run_1/io_placement.png
Pins as bars across the die edge, other pins in grey.
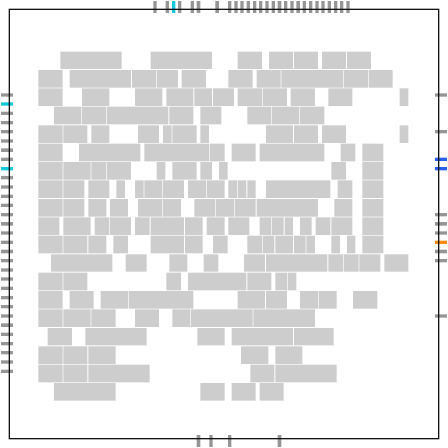
run_1/wires.png
Two of the layers only.
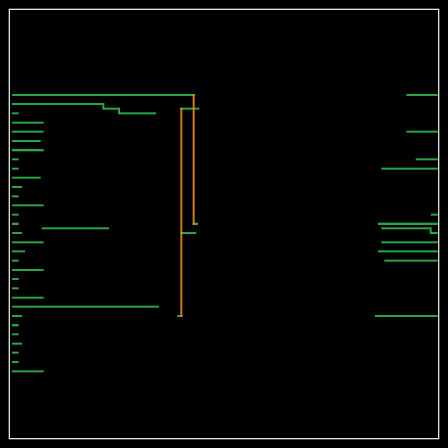
run_1/clk_routes.png
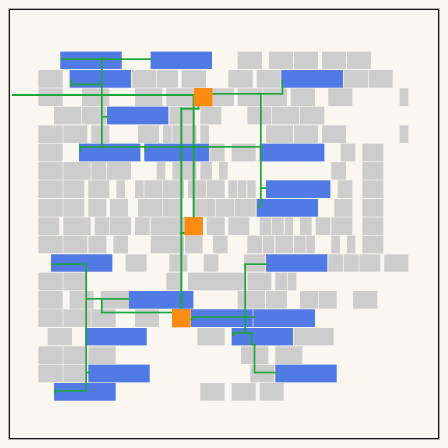
### config.mk
export PLATFORM = sky130hd
export DESIGN_NAME = dp_sequencer
export DESIGN_NICKNAME = d
export VERILOG_FILES = /design/src/rtl/dp_sequencer.sv
export SDC_FILE = /design/constraint.sdc
export NUM_CORES = 1
export LEC_CHECK = 0
export CORE_MARGIN = 4
export CORE_UTILIZATION = 43
export CTS_BUF_LIST = sky130_fd_sc_hd__clkbuf_4
export CTS_CLUSTER_SIZE = 25
export DETAILED_ROUTE_END_ITERATION = 8
export MAX_ROUTING_LAYER = met4
export PLACE_DENSITY = 0.88
export REMOVE_ABC_BUFFERS = 1
export SYNTH_ARGS = -nofsm -noshare
export SYNTH_HDL_FRONTEND = slang
export SYNTH_SLANG_ARGS = --single-unit
### constraint.sdc
create_clock -name clk -period 2.4 [get_ports clk]
set_input_delay 0.72 -clock clk [delete_from_list [all_inputs] [get_ports clk]]
set_output_delay 0.72 -clock clk [all_outputs]
set_load 0.02 [all_outputs]
### src/rtl/dp_sequencer.sv
// Multi-cycle control sequencer for a simple datapath.
// Latches one instruction word and walks it through read/exec/writeback.
module dp_sequencer #(
  parameter int ERR_STICKY = 1
) (
  input  logic        clk,
  input  logic        rst_n,
  input  logic        start,
  input  logic [15:0] instr,
  output logic        busy,
  output logic        done,
  output logic        err,
  output logic [2:0]  readnum,
  output logic [2:0]  writenum,
  output logic        write,
  output logic        loada,
  output logic        loadb,
  output logic        loadc,
  output logic        loads,
  output logic        asel,
  output logic        bsel,
  output logic [1:0]  vsel,
  output logic [1:0]  shift,
  output logic [1:0]  ALUop,
  output logic [15:0] sximm8,
  output logic [15:0] sximm5
);

  typedef enum logic [2:0] {
    IDLE,
    DECODE,
    GET_A,
    GET_B,
    EXEC,
    WIMM,
    WREG,
    DONE
  } state_t;

  state_t      state;
  state_t      nxt;
  logic [15:0] ir;
  logic        err_q;

  logic [2:0] opcode;
  logic [1:0] op;
  logic [2:0] rn;
  logic [2:0] rd;
  logic [1:0] sh;
  logic [2:0] rm;

  assign opcode = ir[15:13];
  assign op     = ir[12:11];
  assign rn     = ir[10:8];
  assign rd     = ir[7:5];
  assign sh     = ir[4:3];
  assign rm     = ir[2:0];

  logic is_movi;
  logic is_movr;
  logic is_add;
  logic is_cmp;
  logic is_and;
  logic is_mvn;
  logic is_alu;
  logic illegal;
  logic accept;

  assign is_movi = (opcode == 3'b110) && (op == 2'b10);
  assign is_movr = (opcode == 3'b110) && (op == 2'b00);
  assign is_add  = (opcode == 3'b101) && (op == 2'b00);
  assign is_cmp  = (opcode == 3'b101) && (op == 2'b01);
  assign is_and  = (opcode == 3'b101) && (op == 2'b10);
  assign is_mvn  = (opcode == 3'b101) && (op == 2'b11);
  assign is_alu  = is_add | is_and | is_cmp;
  assign illegal = ~(is_movi | is_movr | is_alu | is_mvn);
  assign accept  = (state == IDLE) && start;

  always_ff @(posedge clk or negedge rst_n) begin
    if (!rst_n) begin
      state <= IDLE;
      ir    <= '0;
      err_q <= 1'b0;
    end else begin
      state <= nxt;
      if (accept) begin
        ir    <= instr;
        err_q <= 1'b0;
      end else if ((state == DECODE) && illegal) begin
        err_q <= 1'b1;
      end
    end
  end

  always_comb begin
    nxt = state;
    case (state)
      IDLE: begin
        if (start) nxt = DECODE;
      end
      DECODE: begin
        unique case (1'b1)
          is_movi:          nxt = WIMM;
          is_movr | is_mvn: nxt = GET_B;
          is_alu:           nxt = GET_A;
          default:          nxt = DONE;
        endcase
      end
      GET_A: nxt = GET_B;
      GET_B: nxt = EXEC;
      EXEC:  nxt = is_cmp ? DONE : WREG;
      WIMM:  nxt = DONE;
      WREG:  nxt = DONE;
      DONE:  nxt = IDLE;
      default: nxt = IDLE;
    endcase
  end

  always_comb begin
    readnum  = 3'b000;
    writenum = 3'b000;
    write    = 1'b0;
    loada    = 1'b0;
    loadb    = 1'b0;
    loadc    = 1'b0;
    loads    = 1'b0;
    asel     = 1'b0;
    bsel     = 1'b0;
    vsel     = 2'b00;
    shift    = 2'b00;
    ALUop    = 2'b00;
    case (state)
      GET_A: begin
        readnum = rn;
        loada   = 1'b1;
      end
      GET_B: begin
        readnum = rm;
        loadb   = 1'b1;
      end
      EXEC: begin
        shift = sh;
        asel  = is_movr;
        ALUop = is_movr ? 2'b00 : op;
        loadc = ~is_cmp;
        loads = is_cmp;
      end
      WIMM: begin
        write    = 1'b1;
        writenum = rn;
        vsel     = 2'b10;
      end
      WREG: begin
        write    = 1'b1;
        writenum = rd;
      end
      default: ;
    endcase
  end

  assign busy = (state != IDLE);
  assign done = (state == DONE);

  // Non-sticky mode only exposes the flag alongside the done pulse.
  assign err = (ERR_STICKY != 0) ? err_q : (err_q & done);

  assign sximm8 = {{8{ir[7]}}, ir[7:0]};
  assign sximm5 = {{11{ir[4]}}, ir[4:0]};

endmodule

==> flow_metrics.py, run 1 <==
# Auto-generated metrics
metrics = {
    "setup_path": {
        "path_class": "reg2out",
        "rr_endpoint": "ir[7]$_DFFE_PN0P_",
        "start_kind": "flip-flop",
    },
    "yosys": {
        "ys_area_um2": 1310,
        "yosysTopAreaCell": "dfrtp_1",
        "ys_seq_share_pct": 38.2,
        "ys_ff": 20,
        "ys_warn_count": 0,
        "compound_area_share_pct": 7.07,
        "ff_type": "dfrtp_1",
        "muxShareOfSynthArea_pct": 15.2,
        "yosysUniqueCellTypes": 29,
    },
    "hold_path": {
        "hold_start": "ir[15]$_DFFE_PN0P_",
        "whs_endpoint": "ir[15]$_DFFE_PN0P_",
    },
    "floorplan": {
        "design.core.area_um2": 2830,
    },
    "global_routing": {
        "grt_pass1_vias": 1151,
        "gr-total-overflow": 0,
    },
    "clocking": {
        "htree_num_levels": 1,
        "cts_sinks": 20,
    },
    "timing": {
        "timing.final.crit_share_pct": 96.3,
        "fin_ws_ps": 88.8,
    },
    "route": {
        "ant_nets": 0,
    },
    "final_layout": {
        "lay_top_count": "clkdlybuf4s50_1",
    },
    "flow_run": {
        "tool_warnings": 25,
    },
    "placement": {
        "place_congestion": 0.781,
    },
    "status": {
        "status": "finished, final reports clean",
    },
}
Back to the opening pictures, io_placement.png:
- orange: loadc (pins 1; direction output; edge east)
- cyan: readnum (pins 3; direction output; edge 2 west, 1 north)
- blue: shift (pins 2; direction output; edge east)
- all pins by edge: 31 west, 27 north, 11 east, 4 south
PortBufs: 70
die width: 63.2 um
die y size: 63.2 um

Back to the opening pictures, wires.png:
- orange: metal 4 (wire length 49.6 um)
- green: metal 3 (wire length 214 um)

Back to the opening pictures, clk_routes.png:
- blue: flip-flops (count 20)
- orange: clock drivers (count 3)
- green: clock wires (length 265 um)
- routed clock nets: 4

-- run 1: worst max-delay path, delay by kind of cell, from the launching register on --
family / cells / cell delay [ps]
buf+inv: 1 / 330
simple gates: 3 / 490
flops: 1 / 470
-- run 1: cell type report --
| type | instances | area, um2 |
|---|---|---|
| Inverter | 4 | 15.0 |
| Sequential cell | 20 | 505 |
| Tap cell | 31 | 38.8 |
| Multi-Input combinational cell | 67 | 532 |
| Clock buffer | 3 | 22.5 |
| Fill cell | 223 | 956 |
| Timing Repair Buffer | 81 | 759 |
-- run 1: routing by layer --
metal  up-vias  GRT usage, %  share of wire [%]
li1        500             -                  -
met1       497          20.7                 42
met2        47          27.9                 49
met3         5          4.44                6.9
met4         0          6.47                1.6
met5         -             -                  0
-- run 1: registers in the layout (all words and copies together) (netlist names) --
| name | flops |
|---|---|
| err | 1 |
| ir | 16 |
| state | 3 |
-- run 1: cells by family (layout without fill, tap and decap cells) --
group,count (synthesis),in the layout
multiplexers,18,18
buffers and inverters,43,88
flip-flops,20,20
AND-OR/OR-AND,14,14
other,1,2
AND/OR/NAND/NOR,33,33
-- run 1: through the flow --
step / utilization, % / hold slack (ps)
after floorplan: - / 424
after global routing: 66.2 / 570
after CTS: 65.9 / 539
after detailed placement: 65.2 / 516
final: 66.2 / 535
after global placement: 65.2 / 507
-- run 1: what timing repair did --
item                       in CTS  in global routing
setup buffers                   0                  0
setup endpoints to repair      19                 16
gates resized                  26                  3
-- run 1: power breakdown --
| group | leakage (nW) | total [W] | switching [W] | internal, W |
|---|---|---|---|---|
| logic | 0.631 | 0.00196 | 0.000982 | 0.000978 |
| registers | 0.232 | 0.000734 | 0.000220 | 0.000515 |
| clock network | 0.0138 | 0.000158 | 0.0000996 | 0.0000586 |
| total | 0.877 | 0.00285 | 0.00130 | 0.00155 |
run_1/placement_by_type.png
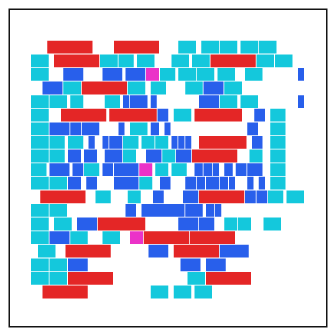

==> inputs of run 2 (changes only) <==
--- a/config.mk
+++ b/config.mk
@@ -5,13 +5,14 @@
 export SDC_FILE = /design/constraint.sdc
 export NUM_CORES = 1
 export LEC_CHECK = 0
+export CORE_ASPECT_RATIO = 0.5
 export CORE_MARGIN = 4
-export CORE_UTILIZATION = 43
+export CORE_UTILIZATION = 40
 export CTS_BUF_LIST = sky130_fd_sc_hd__clkbuf_4
-export CTS_CLUSTER_SIZE = 25
+export CTS_CLUSTER_SIZE = 12
 export DETAILED_ROUTE_END_ITERATION = 8
 export MAX_ROUTING_LAYER = met4
-export PLACE_DENSITY = 0.88
+export PLACE_DENSITY = 0.83
 export REMOVE_ABC_BUFFERS = 1
 export SYNTH_ARGS = -nofsm -noshare
 export SYNTH_HDL_FRONTEND = slang
==> constraint.sdc (replaced) <==
create_clock -name clk -period 2.65 [get_ports clk]
set_input_delay 0.795 -clock clk [delete_from_list [all_inputs] [get_ports clk]]
set_output_delay 0.795 -clock clk [all_outputs]
set_load 0.02 [all_outputs]
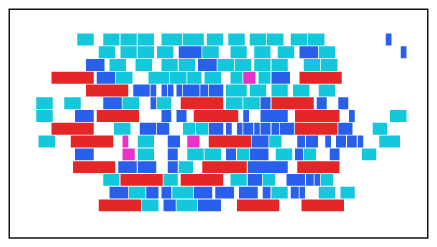
run_2/placement_by_type.png
- blue: combinational and other logic (cells 71; share of their area 30%)
- red: flops (cells 20; share of their area 27%)
- magenta: clock drivers and dummy loads (cells 4; share of their area 1.4%)
- cyan: other buffers and delay cells (cells 79; share of their area 42%)

==> run 2 against run 1 <==
Effect of this change: routed wire length rose by 9.5%; worst setup slack better by 11 ps; global-route usage is 0.11 points higher; die size is 7.9% higher.
==> flow_metrics.py, run 2 <==
# Auto-generated metrics
metrics = {
    "clocking": {
        "htree_num_levels": 1,
        "cts_sinks": 20,
    },
    "final_layout": {
        "lay_top_count": "clkdlybuf4s50_1",
        "largest_register": "ir",
        "fillerInstances": 245,
        "ff_latch_area_um2": 504,
    },
    "power_and_ir_drop": {
        "seq_power_w": 0.000677,
        "clk-power_w": 0.000152,
        "switching_share_pct": 45.7,
        "p_comb_w": 0.00180,
        "pwr-share-clk_pct": 5.8,
        "switching_power_w": 0.00120,
    },
    "floorplan": {
        "chipWidth_um": 88.9,
    },
    "global_routing": {
        "gr-total-overflow": 0,
    },
    "timing": {
        "fin_ws_ps": 99.6,
    },
    "route": {
        "ant_nets": 0,
    },
    "yosys": {
        "ys_area_um2": 1310,
        "ys_ff": 20,
        "compound_area_share_pct": 7.07,
        "muxShareOfSynthArea_pct": 15.2,
        "yosysUniqueCellTypes": 29,
    },
    "setup_path": {
        "rr_endpoint": "ir[8]$_DFFE_PN0P_",
        "start_kind": "flip-flop",
        "path_class": "reg2out",
    },
    "placement": {
        "place_congestion": 0.900,
    },
    "status": {
        "status": "finished, final reports clean",
    },
    "flow_run": {
        "tool_warnings": 25,
    },
}
-- run 2: layout make-up --
class	instances	area share (%)
clock buffers	3	1.18
clock inverters	1	0.197
repair buffers	79	40.7
multi-input cells	67	28.1
inverters	4	0.786
flip-flops and latches	20	26.4
well taps	40	2.62
-- run 2: worst min path at each step --
stage / startpoint / endpoint / depth (start not counted)
3_3_place_gp: ir[15]$_DFFE_PN0P_ / ir[15]$_DFFE_PN0P_ / 1
5_1_grt: ir[14]$_DFFE_PN0P_ / ir[14]$_DFFE_PN0P_ / 1
4_1_cts: ir[14]$_DFFE_PN0P_ / ir[14]$_DFFE_PN0P_ / 1
3_5_place_dp: ir[14]$_DFFE_PN0P_ / ir[14]$_DFFE_PN0P_ / 1
2_1_floorplan: ir[14]$_DFFE_PN0P_ / ir[14]$_DFFE_PN0P_ / 1
6_report: ir[6]$_DFFE_PN0P_ / ir[6]$_DFFE_PN0P_ / 1
-- run 2: repair_timing --
item                       in CTS  in global routing
setup endpoints to repair      14                 11
resized                        13                 11
buffers inserted                1                  0
-- run 2: per-layer routing --
layer / vias to the layer above / GRT usage [%] / wire length, um
met5: - / - / 0
met4: 0 / 5.45 / 52
met3: 6 / 3.56 / 145
met2: 29 / 28.9 / 1810
met1: 481 / 21.1 / 1370
li1: 496 / - / -
-- run 2: logic make-up after synthesis --
family / count (synthesis)
buf+inv: 43
simple gates: 33
flops: 20
mux: 18
compound gates: 14
other cells: 1
-- run 2: worst max-delay path, stage by stage (launching register included) --
cell             delay (ps)
dfrtp_2                 480
buf_4                   180
and3_1                  180
clkdlybuf4s50_1         610
run_2/clk_routes.png
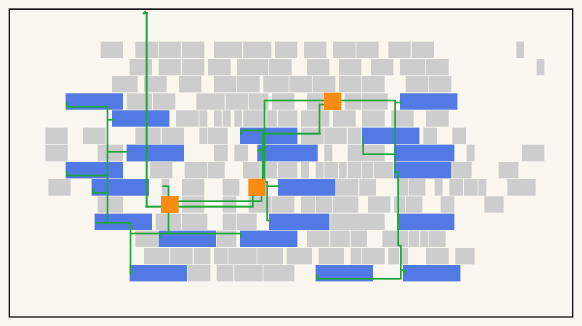

==> inputs of run 3 (changes only) <==
--- a/config.mk
+++ b/config.mk
@@ -14,6 +14,7 @@
 export MAX_ROUTING_LAYER = met4
 export PLACE_DENSITY = 0.83
 export REMOVE_ABC_BUFFERS = 1
+export SETUP_SLACK_MARGIN = 0.4
 export SYNTH_ARGS = -nofsm -noshare
 export SYNTH_HDL_FRONTEND = slang
 export SYNTH_SLANG_ARGS = --single-unit
==> constraint.sdc (replaced) <==
create_clock -name clk -period 2.4 [get_ports clk]
set_input_delay 0.72 -clock clk [delete_from_list [all_inputs] [get_ports clk]]
set_output_delay 0.72 -clock clk [all_outputs]
set_load 0.02 [all_outputs]
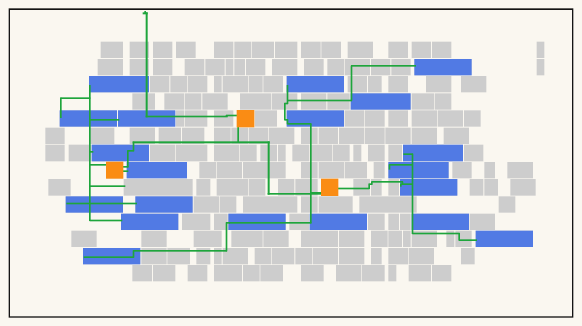
run_3/clk_routes.png
- blue: flip-flops (count 20)
- green: clock wires (length 285 um)
- orange: clock drivers (count 3)
- routed clock nets: 4
Fin Clk Skew: 37.9 ps
clk pwr: 0.000289 W
Clock power frac: 8.4%

==> run 3 against run 2 <==
Effect of this change: global-route usage up 1.4 points; highest routed layer unchanged; sequential share of layout area fell by 2.8 points; critical path depth increased by 2; via count is 18% higher; sequential power up 13%.
==> flow_metrics.py, run 3 <==
# Auto-generated metrics
metrics = {
    "power_and_ir_drop": {
        "switching_power_w": 0.00160,
        "switching_share_pct": 46.8,
        "power_frac_comb_pct": 69.2,
        "seq_power_w": 0.000766,
        "internal-power_w": 0.00182,
    },
    "yosys": {
        "ys_ff": 20,
        "ys_seq_share_pct": 38.2,
        "yosysUniqueCellTypes": 29,
        "ys_warn_count": 0,
    },
    "global_routing": {
        "gr-total-overflow": 0,
        "grt_pass1_vias": 1166,
        "busiest_layer": "met2",
        "grt_use_met1_pct": 21.5,
        "use_met2_pct": 34.4,
    },
    "floorplan": {
        "chipWidth_um": 88.9,
    },
    "route": {
        "wl_met2_um": 2370,
        "dr.max_layer_used": "met4",
        "met1Wirelength_um": 1790,
    },
    "placement": {
        "portBuffers": 70,
        "place_congestion": 0.862,
    },
    "timing": {
        "holdWs_ps": 562,
        "timing.final.crit_share_pct": 97.1,
    },
    "setup_path": {
        "start_kind": "flip-flop",
        "cp.buffers_inverters": 2,
        "cpLargestDelayFamily": "flip-flops",
        "path_class": "reg2out",
        "slowest_stage": "dfrtp_2",
    },
    "final_layout": {
        "lay_top_count": "dlygate4sd2_1",
        "largest_register": "ir",
    },
    "status": {
        "status": "finished, final reports clean",
    },
}
==> run 3: cell types whose count changed in the layout (fill, tap and decap cells not counted), sizes merged, moves of 7 or more <==
cell | before | now
buf | 9 | 47
clkdlybuf4s50 | 56 | 18
dlygate4sd2 | 7 | 32
dlymetal6s2s | 7 | 0
==> run 3: area by class of cell <==
type	count	area (um2)	share of cell area (%)
Timing Repair Buffer	98	890	41.5
Multi-Input combinational cell	67	631	29.4
Sequential cell	20	507	23.6
Tap cell	40	50.0	2.33
Clock inverter	1	30.0	1.40
Clock buffer	3	22.5	1.05
Inverter	4	15.0	0.700
==> run 3: kinds of logic after synthesis <==
family	after synthesis	share of synthesized area (%)
flops	20	38.2
mux	18	15.2
compound gates	14	7.07
simple gates	33	16.0
buf+inv	43	23.3
other cells	1	0.286
==> run 3: final timing paths <==
| check | startpoint | end | slack (ps) | cells after the start |
|---|---|---|---|---|
| max | state[0]$_DFFE_PN0P_ | writenum[2] | 70 | 5 |
| min | err$_DFFE_PN0P_ | err$_DFFE_PN0P_ | 560 | 2 |
| max reg2reg | state[2]$_DFFE_PN0P_ | ir[10]$_DFFE_PN0P_ | 570 | 5 |
| min reg2reg | err$_DFFE_PN0P_ | err$_DFFE_PN0P_ | 560 | 2 |
| max in group asynchronous | rst_n | state[1]$_DFFE_PN0P_ | 1400 | 2 |
| min in group asynchronous | rst_n | ir[0]$_DFFE_PN0P_ | 710 | 2 |
==> run 3: stage by stage <==
stage	utilization (%)	setup TNS (ps)	cell area (um2)	instances	worst slack [ps]
floorplan	-	-3220	1020	91	-665
global placement	60.8	0	1860	213	19.1
detailed placement	60.8	-9.26	1860	213	-9.26
CTS	65.3	0	2000	227	215
global route	70.0	0	2140	233	19.2
finish	70.0	0	2140	233	70.4

==> notes/layouts.md <==
Pictures saved along the way, in no particular order.

Routing congestion map.
picture 1
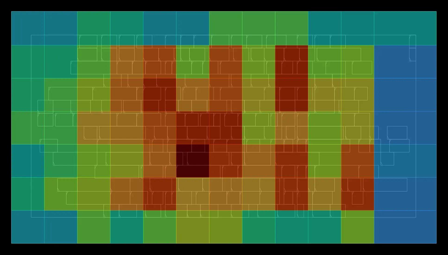
picture 2
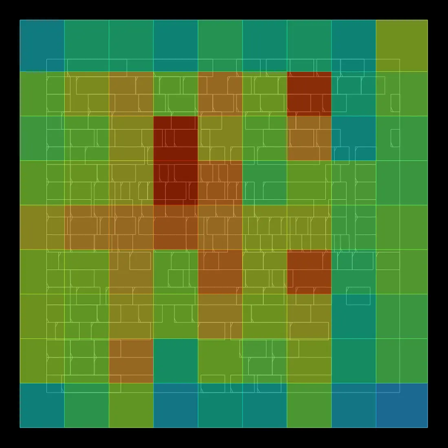
The one with the most wire per cell is picture 1.
picture 2: run 1
picture 1: run 3

Power and IR drop assume default switching activity.
